[src/rtl/regs52_piso.sv]
// regs52_piso: parallel-in serial-out frame unloader; define REGS52_PISO_LAST_EN to add dout_last
module regs52_piso #(
    parameter int DATA_WIDTH = 28,
    parameter int REGDEPTH   = 52
) (
    input  logic                           clk,
    input  logic                           rst,
    input  logic [DATA_WIDTH*REGDEPTH-1:0] din_flat,
    input  logic                           load_valid,
    output logic                           load_ready,
    output logic [DATA_WIDTH-1:0]          dout,
    output logic                           dout_valid,
    input  logic                           dout_ready,
`ifdef REGS52_PISO_LAST_EN
    output logic                           dout_last,
`endif
    output logic                           busy
);
    localparam logic [0:0] IDLE  = 1'b0;
    localparam logic [0:0] SHIFT = 1'b1;
    localparam logic [5:0] LAST  = 6'(REGDEPTH - 1);

    logic [0:0]                             state_q, state_d;
    logic [5:0]                             cnt_q, cnt_d;
    logic [DATA_WIDTH-1:0]                  dout_q, dout_d;
    logic [REGDEPTH-1:0][DATA_WIDTH-1:0]    frame_q, frame_d;
    logic                                   last_beat, load_fire, beat_fire;
    logic [5:0]                             nxt_idx;

    assign last_beat  = cnt_q == LAST;
    // A new frame may land on the last beat of the current one, so the next frame follows without a bubble.
    assign load_ready = !rst && (state_q == IDLE || (last_beat && dout_ready));
    assign load_fire  = load_valid && load_ready;
    assign beat_fire  = state_q == SHIFT && dout_ready;
    // Word index of slot REGDEPTH-1-(cnt+1); only used while cnt is below the last beat.
    assign nxt_idx    = LAST - 6'd1 - cnt_q;
    assign dout       = dout_q;
    assign dout_valid = state_q == SHIFT;
    assign busy       = state_q == SHIFT;
`ifdef REGS52_PISO_LAST_EN
    assign dout_last  = state_q == SHIFT && last_beat;
`endif

    // Next-state: a load takes priority, otherwise an accepted beat advances or finishes the frame.
    always_comb begin
        state_d = state_q;
        cnt_d   = cnt_q;
        dout_d  = dout_q;
        frame_d = frame_q;
        if (load_fire) begin
            frame_d = din_flat;
            cnt_d   = '0;
            dout_d  = din_flat[(REGDEPTH-1)*DATA_WIDTH +: DATA_WIDTH];
            state_d = SHIFT;
        end else if (beat_fire) begin
            if (!last_beat) begin
                cnt_d  = cnt_q + 6'd1;
                dout_d = frame_q[nxt_idx];
            end else begin
                state_d = IDLE;
            end
        end
    end

    // State registers; reset aborts any frame in progress immediately.
    always_ff @(posedge clk or posedge rst) begin
        if (rst) begin
            state_q <= IDLE;
            cnt_q   <= '0;
            dout_q  <= '0;
            frame_q <= '0;
        end else begin
            state_q <= state_d;
            cnt_q   <= cnt_d;
            dout_q  <= dout_d;
            frame_q <= frame_d;
        end
    end
endmodule

[config.mk]
export PLATFORM = sky130hd
export DESIGN_NAME = regs52_piso
export DESIGN_NICKNAME = d
export VERILOG_FILES = /design/src/rtl/regs52_piso.sv
export SDC_FILE = /design/constraint.sdc
export NUM_CORES = 2
export LEC_CHECK = 0
export ABC_AREA = 1
export CAP_MARGIN = 5
export CORE_AREA = 4 4 580 582
export DETAILED_ROUTE_END_ITERATION = 7
export DIE_AREA = 0 0 584 586
export SYNTH_ARGS = -nofsm -noshare
export SYNTH_HDL_FRONTEND = slang
export SYNTH_SLANG_ARGS = --single-unit
[constraint.sdc]
create_clock -name clk -period 66.4 [get_ports clk]
set_input_delay 9.96 -clock clk [delete_from_list [all_inputs] [get_ports clk]]
set_output_delay 9.96 -clock clk [all_outputs]
set_load 0.05 [all_outputs]
==> impl_metrics.py <==
# Generated from Yosys and OpenROAD reports
metrics = {
    "sta": {
        "clock_skew_ps": 79.80,
        "slew_headroom_pct": 6.585,
        "period_needed_ps": 21780,
        "final_hold_viol_count": 0,
        "setup_violations": 0,
        "worstMarginPinSlew_ps": 1387,
        "post-route-period-util_pct": 32.80,
        "fmax_mhz": 45.91,
        "grt_setup_unrepaired": "no",
        "maxSlewViolCount": 0,
        "hold-worst-slack_ps": 473.0,
        "worst_slack_ps": 44620,
    },
    "worst_hold_path": {
        "min_to": "frame_q[1285]",
        "hp-class": "reg2reg",
    },
    "setup_path": {
        "startpoint_type": "primary input",
        "reg2regPathDepth": 11,
        "path_delay_family": "buffers and inverters",
        "cp.depth": 6,
        "cp-end-kind": "primary output",
        "r2r_start": "cnt_q[0]",
        "max_stage_delay_ps": 830,
        "crit_buf_inv": 4,
        "worstPathArrival_ps": 11820,
        "critical_path.max_fanout": 3,
        "r2r_slack_ps": 59280,
        "slowest_stage": "clkdlybuf4s50_1",
        "r2r-end": "frame_q[1281]",
        "crit_type": "in2out",
    },
    "floorplan": {
        "ios": 1491,
        "placeableCoreArea_um2": 330300,
        "die_width_um": 584,
        "die_y_um": 586,
        "die_area_um2": 342200,
        "rows": 211,
        "initCoreUtil_pct": 21.41,
    },
    "power_and_ir_drop": {
        "top_power_group": "combinational logic",
        "leakagePower_nw": 46.09,
        "p_clk_share_pct": 20.4,
        "switching_share_pct": 49.28,
        "powerComb_mw": 2.66,
        "power_frac_seq_pct": 29.5,
        "power.density_nw_per_um2": 55.45,
        "switching_power_mw": 2.617,
        "peakVddDrop_v": 0.00002805,
        "pwr-share-comb_pct": 50.1,
        "intPower_mw": 2.693,
        "finalPower_mw": 5.310,
        "p_clk_mw": 1.08,
    },
    "yosys": {
        "avgSynthCellArea_um2": 7.363,
        "ys_seq_elements": 1491,
        "synth-async-reset-ratio_pct": 100.0,
        "adder_share_pct": 0.01770,
        "ys_seq_share_pct": 52.77,
        "aoi_share_pct": 4.403,
        "syn-num-nets": 11060,
        "topCellsByArea": "dfrtp_1 53%, nand2_1 29%, nand3_1 6.8%",
        "netlist_instances": 9602,
        "yosys_warnings": 0,
        "ys_sh_xor_pct": 0.03716,
        "synth-edff-count": 0,
        "synth_top_flop_cell": "dfrtp_1",
        "netlist_area_um2": 70700,
        "logic_family": "simple AND/OR/NAND/NOR gates",
        "yosysChipArea_um2": 70700,
        "synthTopCellsByCount": "5445 x nand2_1, 1491 x dfrtp_1, 957 x nand3_1",
        "synth_cell_type_count": 27,
        "mux_area_share_pct": 0,
        "yosysCellCount": 9602,
        "synth_top_area_share_pct": 52.77,
    },
    "global_route": {
        "grt_pass1_wl_um": 512600,
        "grt_max_degree": 218,
        "grtUsageMet1_pct": 26.25,
        "grtUsageMet3_pct": 5.956,
        "grt_most_used_layer": "met2",
        "gr-usage-met2_pct": 32.75,
        "grt_pass1_vias": 67210,
        "antenna_found_initial": 161,
        "grt_overflow": 0,
    },
    "run": {
        "maxCapViolCount": 0,
        "warning_count": 95,
    },
    "routing": {
        "drc": 0,
        "wl_um": 375900,
        "vias_per_cell": 4.507,
        "wl_met3_um": 34580,
        "route.met2.wl_um": 170300,
        "first_iter_violations": 7109,
        "m1WireLength_um": 150200,
        "ant_nets": 0,
        "drtPass1Iterations": 6,
        "topRoutingLayerUsed": "met5",
    },
    "clock_tree": {
        "postCtsSetupBuffers": 0,
        "h-tree-depth": 4,
        "cts_tree": "yes",
        "ctsResizeCount": 0,
        "cts_buffer_depth": 4,
        "clock-sinks": 1491,
        "clk_latency_ps": 860,
        "clk_pin_slew_ps": 60,
        "root_buffer": "clkbuf_16",
        "cts_hold_buf": 0,
    },
    "placement": {
        "portBuffers": 1490,
        "dpl.hpwl_um": 283100,
        "dp_slack_ps": 44630,
        "post_dp_cell_area_um2": 89080,
        "numPlacedInstances": 14930,
    },
    "layout": {
        "areaGrowthSynthToFinish_pct": 35.42,
        "final_layout_top_logic_cell": "nand2_1",
        "layout.cells.non_filler": 15370,
        "postLayoutCoreUtil_pct": 28.99,
        "layout.nets": 12210,
        "drive_above_1_share_pct": 4.020,
        "mostFrequentLayoutCells": "5443 x nand2_1, 1490 x dfrtp_1, 1490 x clkdlybuf4s50_1",
    },
    "status": {
        "status": "finished, final reports clean",
    },
}
worst max-delay path by stage:
stage,startpoint,end,slack [ps]
final,dout_ready,load_ready,44620
after global routing,dout_ready,load_ready,44540
after detailed placement,dout_ready,load_ready,44630
after floorplan,rst,busy,14350
after CTS,dout_ready,load_ready,44620
after global placement,dout_ready,load_ready,44510
state kept, by name, summed over array words and instances (netlist names):
signal and count:
busy 1, cnt_q 6, dout 28, frame_q 1456
cell type report:
class / instances / area (um2) / share of cell area, %
antenna: 108 / 270.3 / 0.2823
inverter: 202 / 790.8 / 0.8259
clock inverter: 79 / 1142 / 1.193
multi-input combinational: 7260 / 29500 / 30.81
clock buffer: 253 / 5256 / 5.490
tap: 4366 / 5463 / 5.705
sequential: 1491 / 37310 / 38.97
timing repair buffer: 1610 / 16020 / 16.73
flops_by_reg.png
(1 px per um) Other sequential cells in the stronger gray, the rest of the logic in the fainter gray.
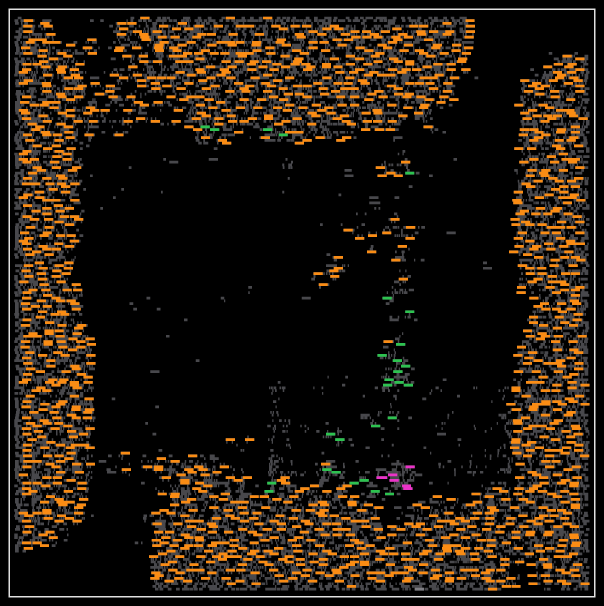
signal	color	sequential cells
dout	green	28
frame_q	orange	1456
cnt_q	magenta	6
not colored	1
Register Area: 37310 um2
P_seq: 1.56 mW

layer_met4.png
(1 px per um) Cells faint in the background.
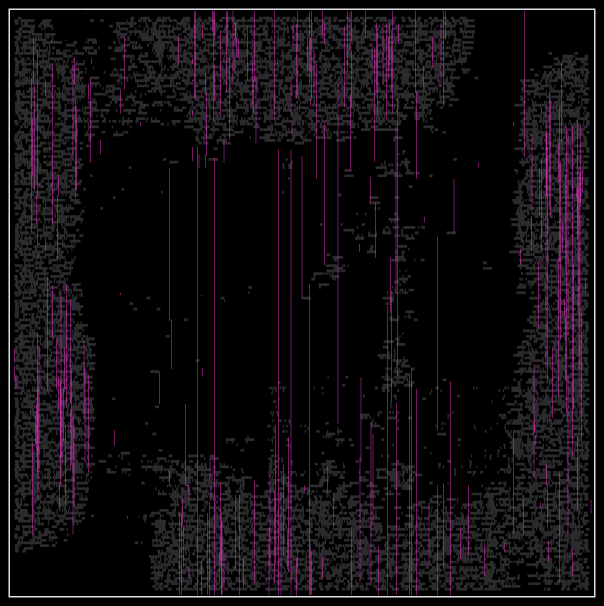
wire length on this layer	20.3 mm
main direction	vertical

clk_routes.png
(1 px per um)
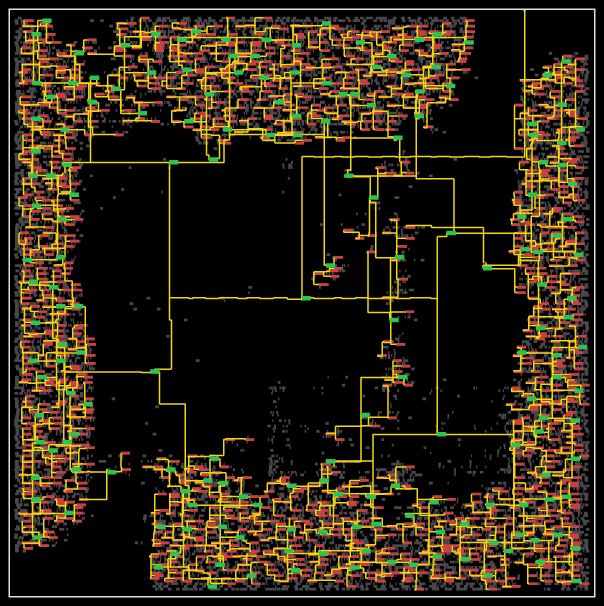
[clock drivers] green | count: 183
[clock wires] yellow | length: 24.1 mm
[flip-flops] red | count: 1491
routed clock nets	184

wires.png
(1 px per um)
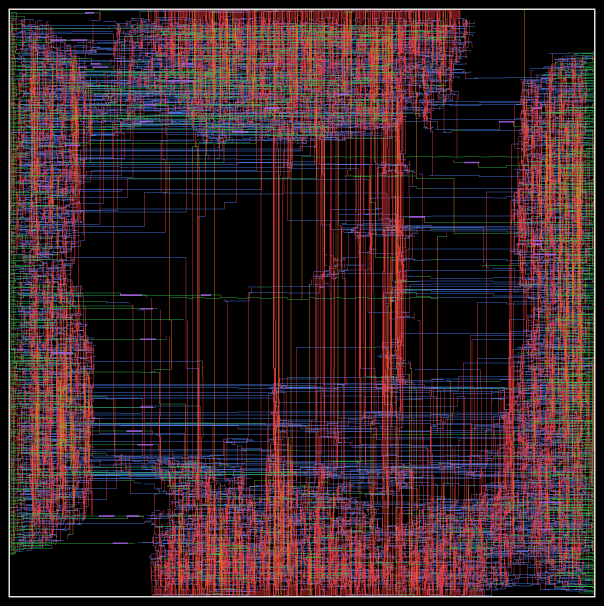
layer	color	wire length
metal 5	purple	472 um
metal 4	orange	20.3 mm
metal 2	red	170 mm
metal 3	green	34.6 mm
metal 1	blue	150 mm
via count: 69.28k
drt wl/cell: 24.46 um
Tot GR Track Use: 20.97%

Power and IR drop assume default switching activity.
